Run 1, signal wires by layer:
Drawn at 3 px/um. Only two layers are drawn.
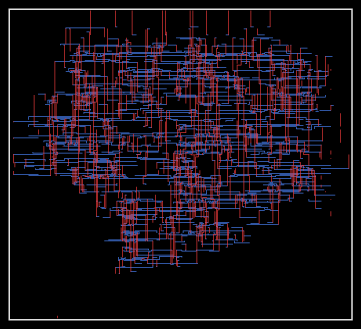
Run 1, where the registers sit:
Drawn at 4 px/um. Other sequential cells in the stronger grey, the rest of the logic in the fainter grey.
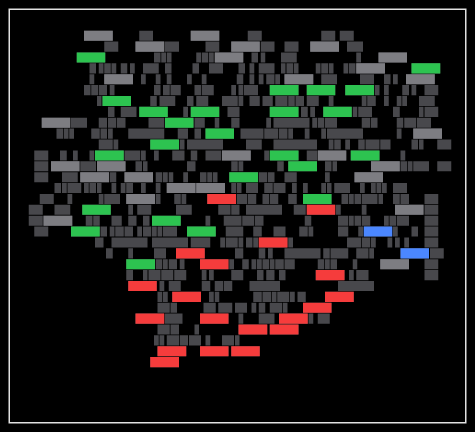
Run 1, cell classes on the final placement:
Drawn at 2 px/um.
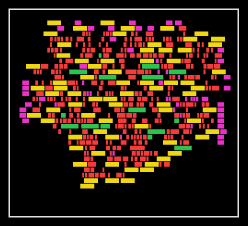
Design stopwatch_bcd_counter_flat, sky130hd; sources not shown.
==> job_summary.md, run 1 <==
## PnR job results

| Metric | Value |
|---|---|
| Result of the run | finished, final reports clean |
| Non-Clock Buffer Area Fraction | 9.86% |
| Net count of the finished layout | 468 |
| PnR Total Power | 0.00122 W |
| Sw Share | 21.4% |
| Vias per std cell | 5.06 |
| Non-clock inverter count | 7 |
| Port Buf Inserts | 32 |
| Clock-pin slew on the worst setup and hold paths | 0.06 ns |
| Register-to-register setup slack | 2.85 ns |
| Count of flip-flops with a built-in enable after synthesis | 0 |
| CTS buffer count | 9 |
| Syn Nets | 425 |
| Yosys Instances | 419 |
| Worst setup path class | reg -> out |
| Antenna violations before repair | 0 |
| Cell Pwr Density | 290 nW/um^2 |
| Worst hold path stage count | 2 |
| Sequential cell area fraction in the yosys report | 41.8% |
| Worst Skew | 0.00778 ns |
| Number of non-clock buffers in the layout | 54 |
| Cell count after synthesis | 419 |
| Share of total power in the clock network | 50.5% |
| CP Buf/Inv Count | 2 |
| Unrepaired setup endpoints after global routing | false |
| Clock buffers | 10 |
| Max-slew headroom at the worst pin | 34.5% |
| Share of total power in sequential cells | 46.2% |
| Maximum resistive drop on vdd | 158 uV |
| Instance area after placement | 3930 sq um |
| Biggest cell delay along the critical path | 1.13 ns |
| Filler cell count | 1021 |
| Die Footprint | 11700 sq um |
| Final-layout worst hold slack | 0.440 ns |
| CTS tree | yes |
| Internal Pwr Total | 0.000961 W |
| Multi-input combinational cell area | 1890 sq um |
| Post-Synthesis Mean Instance Area | 8.23 sq um |
| Sum of negative setup slack | 0 ns |
| Worst setup EP type | primary output |
| Unique cell type count in the Yosys netlist | 59 |
| Slowest stage cell, crit path | sky130_fd_sc_hd__clkdlybuf4s50_1 |
| Deepest clock path buffer count | 2 |
| Number of detailed-route iterations in the first pass | 4 |
| H-tree depth reported by CTS | 3 |
| Met2 track utilization from global routing | 21.5% |
| Global-route wire length before repair | 13400 um |
| Die width | 114 um |
| Final Hold Violating Endpoints | 0 |
| Count of unresolved DRC violations after routing | 0 |
| Routed met3 length | 279 um |
| Detailed placer's ending HPWL | 5740 um |
| Period utilization | 63.2% |
| Slew @ Worst Pin | 0.980 ns |
| Routed wire length on met2 | 3470 um |
| Ports | 33 |
| Chip Area, Yosys | 3450 sq um |
Back to the opening pictures, 'signal wires by layer':
| colour | layer | wire length |
|---|---|---|
| blue | M1 | 4290 um |
| red | M2 | 3470 um |
Vias: 2995
Routed WL per cell: 13.7 um
global routing usage summed across all routing layers: 14.3%
Post-Route WL: 8110 um

Back to the opening pictures, 'where the registers sit':
| colour | name in the netlist | placed flops |
|---|---|---|
| green | `u_core.g_dig.u_digit.value` | 24 |
| blue | `u_core.state_q` | 2 |
| red | `u_core.presc_q` | 19 |
not coloured: 27
end-of-flow core utilization: 42.6%
register area: 1440 sq um
fraction of area in registers: 34.1%
power attributed to sequential cells: 0.000565 W

Back to the opening pictures, 'cell classes on the final placement':
| colour | class | cells | share of their area |
|---|---|---|---|
| green | clock drivers and dummy loads | 15 | 7.3% |
| magenta | remaining buffers and delay cells | 54 | 10% |
| red | remaining logic cells | 325 | 47% |
| yellow | registers | 72 | 35% |
Core Footprint: 9910 sq um
area of all placed cells without fillers: 4220 sq um

==> run 1: cells in the mapped netlist, types with 2 or more instances <==
cell	instances	area [sq um]
sky130_fd_sc_hd__and2_1	2	12.5
sky130_fd_sc_hd__inv_1	6	22.5
sky130_fd_sc_hd__and4bb_2	2	25.0
sky130_fd_sc_hd__nor2_1	37	139
sky130_fd_sc_hd__clkbuf_1	15	56.3
sky130_fd_sc_hd__or4_1	2	15.0
sky130_fd_sc_hd__nand3_1	11	55.1
sky130_fd_sc_hd__dfxtp_1	72	1440
sky130_fd_sc_hd__nand4_1	8	50.1
sky130_fd_sc_hd__o21ai_0	13	65.1
sky130_fd_sc_hd__xnor2_1	9	78.8
sky130_fd_sc_hd__mux2_2	18	203
sky130_fd_sc_hd__nand2b_1	7	43.8
sky130_fd_sc_hd__xor2_1	13	114
sky130_fd_sc_hd__mux2i_1	4	40.0
sky130_fd_sc_hd__or3b_1	2	17.5
sky130_fd_sc_hd__buf_1	3	11.3
sky130_fd_sc_hd__a31oi_1	3	18.8
sky130_fd_sc_hd__nand4b_1	2	17.5
sky130_fd_sc_hd__or3_1	6	37.5
sky130_fd_sc_hd__nor4_1	3	18.8
sky130_fd_sc_hd__nor4bb_1	2	20.0
sky130_fd_sc_hd__nor3_1	5	25.0
sky130_fd_sc_hd__o21ai_1	2	10.0
sky130_fd_sc_hd__and4_1	3	26.3
sky130_fd_sc_hd__nor2b_1	5	31.3
sky130_fd_sc_hd__and3_1	3	18.8
sky130_fd_sc_hd__or2_2	2	12.5
sky130_fd_sc_hd__a21oi_1	42	210
sky130_fd_sc_hd__a31o_1	3	26.3
sky130_fd_sc_hd__nand2_1	86	323
==> run 1: cells in the final DEF, fill, tap and decap left out, types with 4 or more instances in the layout <==
master	n
sky130_fd_sc_hd__dfxtp_1	72
sky130_fd_sc_hd__nand2b_1	7
sky130_fd_sc_hd__nand3_1	11
sky130_fd_sc_hd__nor3_1	5
sky130_fd_sc_hd__clkdlybuf4s50_1	32
sky130_fd_sc_hd__mux2_2	18
sky130_fd_sc_hd__nand4_1	8
sky130_fd_sc_hd__nand2_1	86
sky130_fd_sc_hd__clkbuf_16	9
sky130_fd_sc_hd__a21oi_1	42
sky130_fd_sc_hd__clkbuf_1	15
sky130_fd_sc_hd__o21ai_0	13
sky130_fd_sc_hd__inv_1	6
sky130_fd_sc_hd__xor2_1	13
sky130_fd_sc_hd__or3_1	6
sky130_fd_sc_hd__mux2i_1	4
sky130_fd_sc_hd__xnor2_1	9
sky130_fd_sc_hd__nor2_1	37
sky130_fd_sc_hd__nor2b_1	5
==> run 1: cell families (layout without fill, tap and decap cells) <==
group / after synthesis / after routing / share of synthesized area [%]
AND/OR/NAND/NOR: 202 / 202 / 30.1
flip-flops: 72 / 72 / 41.8
AND-OR/OR-AND: 71 / 71 / 11.6
buffers and inverters: 29 / 76 / 3.55
XOR/XNOR: 22 / 22 / 5.59
multiplexers: 22 / 22 / 7.04
adder cells (fa/ha/maj): 1 / 1 / 0.363
==> run 2, diff against run 1 <==
Settings changed: PLACE_DENSITY 0.63 to 0.65.
Clock period 5.1 ns to 2.85 ns, I/O delays scaled along.
Run 2, cell classes on the final placement:
Drawn at 2 px/um.
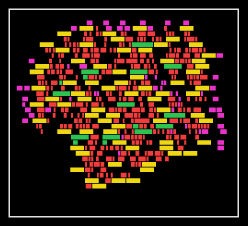
| colour | class | cells | share of their area |
|---|---|---|---|
| green | clock drivers and dummy loads | 16 | 7.9% |
| magenta | remaining buffers and delay cells | 54 | 9.4% |
| red | remaining logic cells | 325 | 47% |
| yellow | registers | 72 | 36% |
area of all placed cells without fillers: 4220 sq um
end-of-flow core utilization: 42.5%
fraction of area in registers: 34.2%
floorplan row count: 34

==> run 2 against run 1 <==
Total power up 87%. Sequential share of layout area up 0.071 points. Via count up 1.1%. Die area unchanged. Cell count up 0.17%. Critical path depth unchanged. Final area down 0.21%. Non-clock buffer count unchanged. Synthesized cell count unchanged. Worst hold slack better by 0.0036 ns. Clock skew about the same.
==> job_summary.md, run 2 <==
## PnR job results

| Metric | Value |
|---|---|
| Yosys Instances | 419 |
| Vias per std cell | 5.10 |
| Slew @ Worst Pin | 0.983 ns |
| Cell Pwr Density | 543 nW/um^2 |
| Clock-pin slew on the worst setup and hold paths | 0.06 ns |
| Syn Nets | 425 |
| Fraction of layout cells with a size suffix above 1 | 10.9% |
| Routed WL per cell | 13.9 um |
| Die Footprint | 11700 sq um |
| Biggest cell delay along the critical path | 0.86 ns |
| Deepest clock path buffer count | 2 |
| Maximum resistive drop on vdd | 278 uV |
| Detailed placer's ending HPWL | 5790 um |
| Post-Syn Area | 3450 sq um |
| Chip Area, Yosys | 3450 sq um |
| Highest-count logic cell in the final layout | sky130_fd_sc_hd__nand2_1 |
| Register-to-register setup slack | 0.63 ns |
| Net count of the finished layout | 468 |
| Global-route wire length before repair | 13700 um |
| Multi-input combinational cell area | 1890 sq um |
| Sequential cell area fraction in the yosys report | 41.8% |
| Biggest area consumer among synthesized cells | sky130_fd_sc_hd__dfxtp_1 |
| Die width | 114 um |
| Share of Yosys cell area claimed by the top area cell type | 41.8% |
| Period utilization | 95.5% |
| Result of the run | finished, final reports clean |
| Number of detailed-route iterations in the first pass | 4 |
| Ports | 33 |
| Worst setup path class | reg -> out |
| Post-Synthesis Mean Instance Area | 8.23 sq um |
| Most instantiated logic cells after routing | sky130_fd_sc_hd__nand2_1, sky130_fd_sc_hd__dfxtp_1, sky130_fd_sc_hd__a21oi_1, sky130_fd_sc_hd__nor2_1, sky130_fd_sc_hd__dlygate4sd2_1 |
| CTS buffer count | 9 |
| Post-Route WL | 8250 um |
| Cell count after synthesis | 419 |
| Final Hold Violating Endpoints | 0 |
| Max-slew headroom at the worst pin | 34.7% |
| Critical path data arrival time | 2.44 ns |
| Unique cell type count in the Yosys netlist | 59 |
| CTS tree | yes |
| Worst hold path stage count | 2 |
| Worst Skew | 0.00787 ns |
| Count of maximum capacitance violations | 0 |
| Top post-synthesis cells by count | sky130_fd_sc_hd__nand2_1, sky130_fd_sc_hd__dfxtp_1, sky130_fd_sc_hd__a21oi_1 |
| Slowest stage cell, crit path | sky130_fd_sc_hd__dlygate4sd2_1 |
| Timing-limited maximum frequency | 367 MHz |
| Worst setup EP type | primary output |
| Unrepaired setup endpoints after global routing | false |
| Vias | 3027 |
| PnR Total Power | 0.00229 W |
| Count of unresolved DRC violations after routing | 0 |
| Register area | 1440 sq um |
| Core Footprint | 9910 sq um |
| Filler cell count | 997 |
| Antenna violations before repair | 0 |
| Count of flip-flops with a built-in enable after synthesis | 0 |
| H-tree depth reported by CTS | 3 |
| Yosys top cell by instances | sky130_fd_sc_hd__nand2_1 |
| Endpoints failing setup | 0 |
| Top area cell types | sky130_fd_sc_hd__dfxtp_1, sky130_fd_sc_hd__nand2_1, sky130_fd_sc_hd__a21oi_1 |
| Instance area after placement | 3930 sq um |
| Met2 track utilization from global routing | 22.2% |
| Port Buf Inserts | 32 |
run 2: cell counts after synthesis:
No cell type changed its count.
run 2: critical path: cells and delay by family, from the launching register on:
family / cells / cell delay [ns]
buffers and inverters: 2 / 1.38
DFF: 1 / 0.43
muxes: 1 / 0.30
run 2: cell families (layout without fill, tap and decap cells):
kind of cell / Yosys count / count (layout) / synth area share, %
multiplexers: 22 / 22 / 7.04
flip-flops: 72 / 72 / 41.8
AND-OR/OR-AND: 71 / 71 / 11.6
buffers and inverters: 29 / 77 / 3.55
AND/OR/NAND/NOR: 202 / 202 / 30.1
adder cells (fa/ha/maj): 1 / 1 / 0.363
XOR/XNOR: 22 / 22 / 5.59
run 2: cell type report:
class	instances	share of cell area, %
plain buffers	22	2.29
multi-input cells	318	44.7
well taps	126	3.74
clock inverters	7	2.29
clock buffers	9	5.34
inverters	7	0.623
flip-flops and latches	72	34.2
repair buffers	32	6.80
run 2: what timing repair did:
item                       4_1_cts  5_1_grt
setup endpoints to repair       24        1
resized                         24        3
buffers inserted                 0        0
run 2: through the flow:
stage | setup slack, ns | setup TNS, ns | utilization, % | hold WS [ns]
after global placement | 0.205 | 0 | 39.6 | 0.437
final | 0.128 | 0 | 42.5 | 0.444
after detailed placement | 0.200 | 0 | 39.6 | 0.441
after floorplan | -0.530 | -3.18 | - | 0.424
after global routing | 0.0203 | 0 | 42.5 | 0.476
after CTS | 0.109 | 0 | 42.6 | 0.449
run 2: report_power, final:
part           switching, W  internal [W]
registers        0.00000234       0.00101
clock network      0.000442      0.000766
logic             0.0000544     0.0000177
run 2: metal layers:
layer	routed length (um)	share of wire, %	vias up
met5	0	0	-
met1	4150	50	1414
met4	98	1.2	0
li1	-	-	1532
met2	3600	44	71
met3	409	5.0	10
Power is estimated from default activity; no workload was simulated.
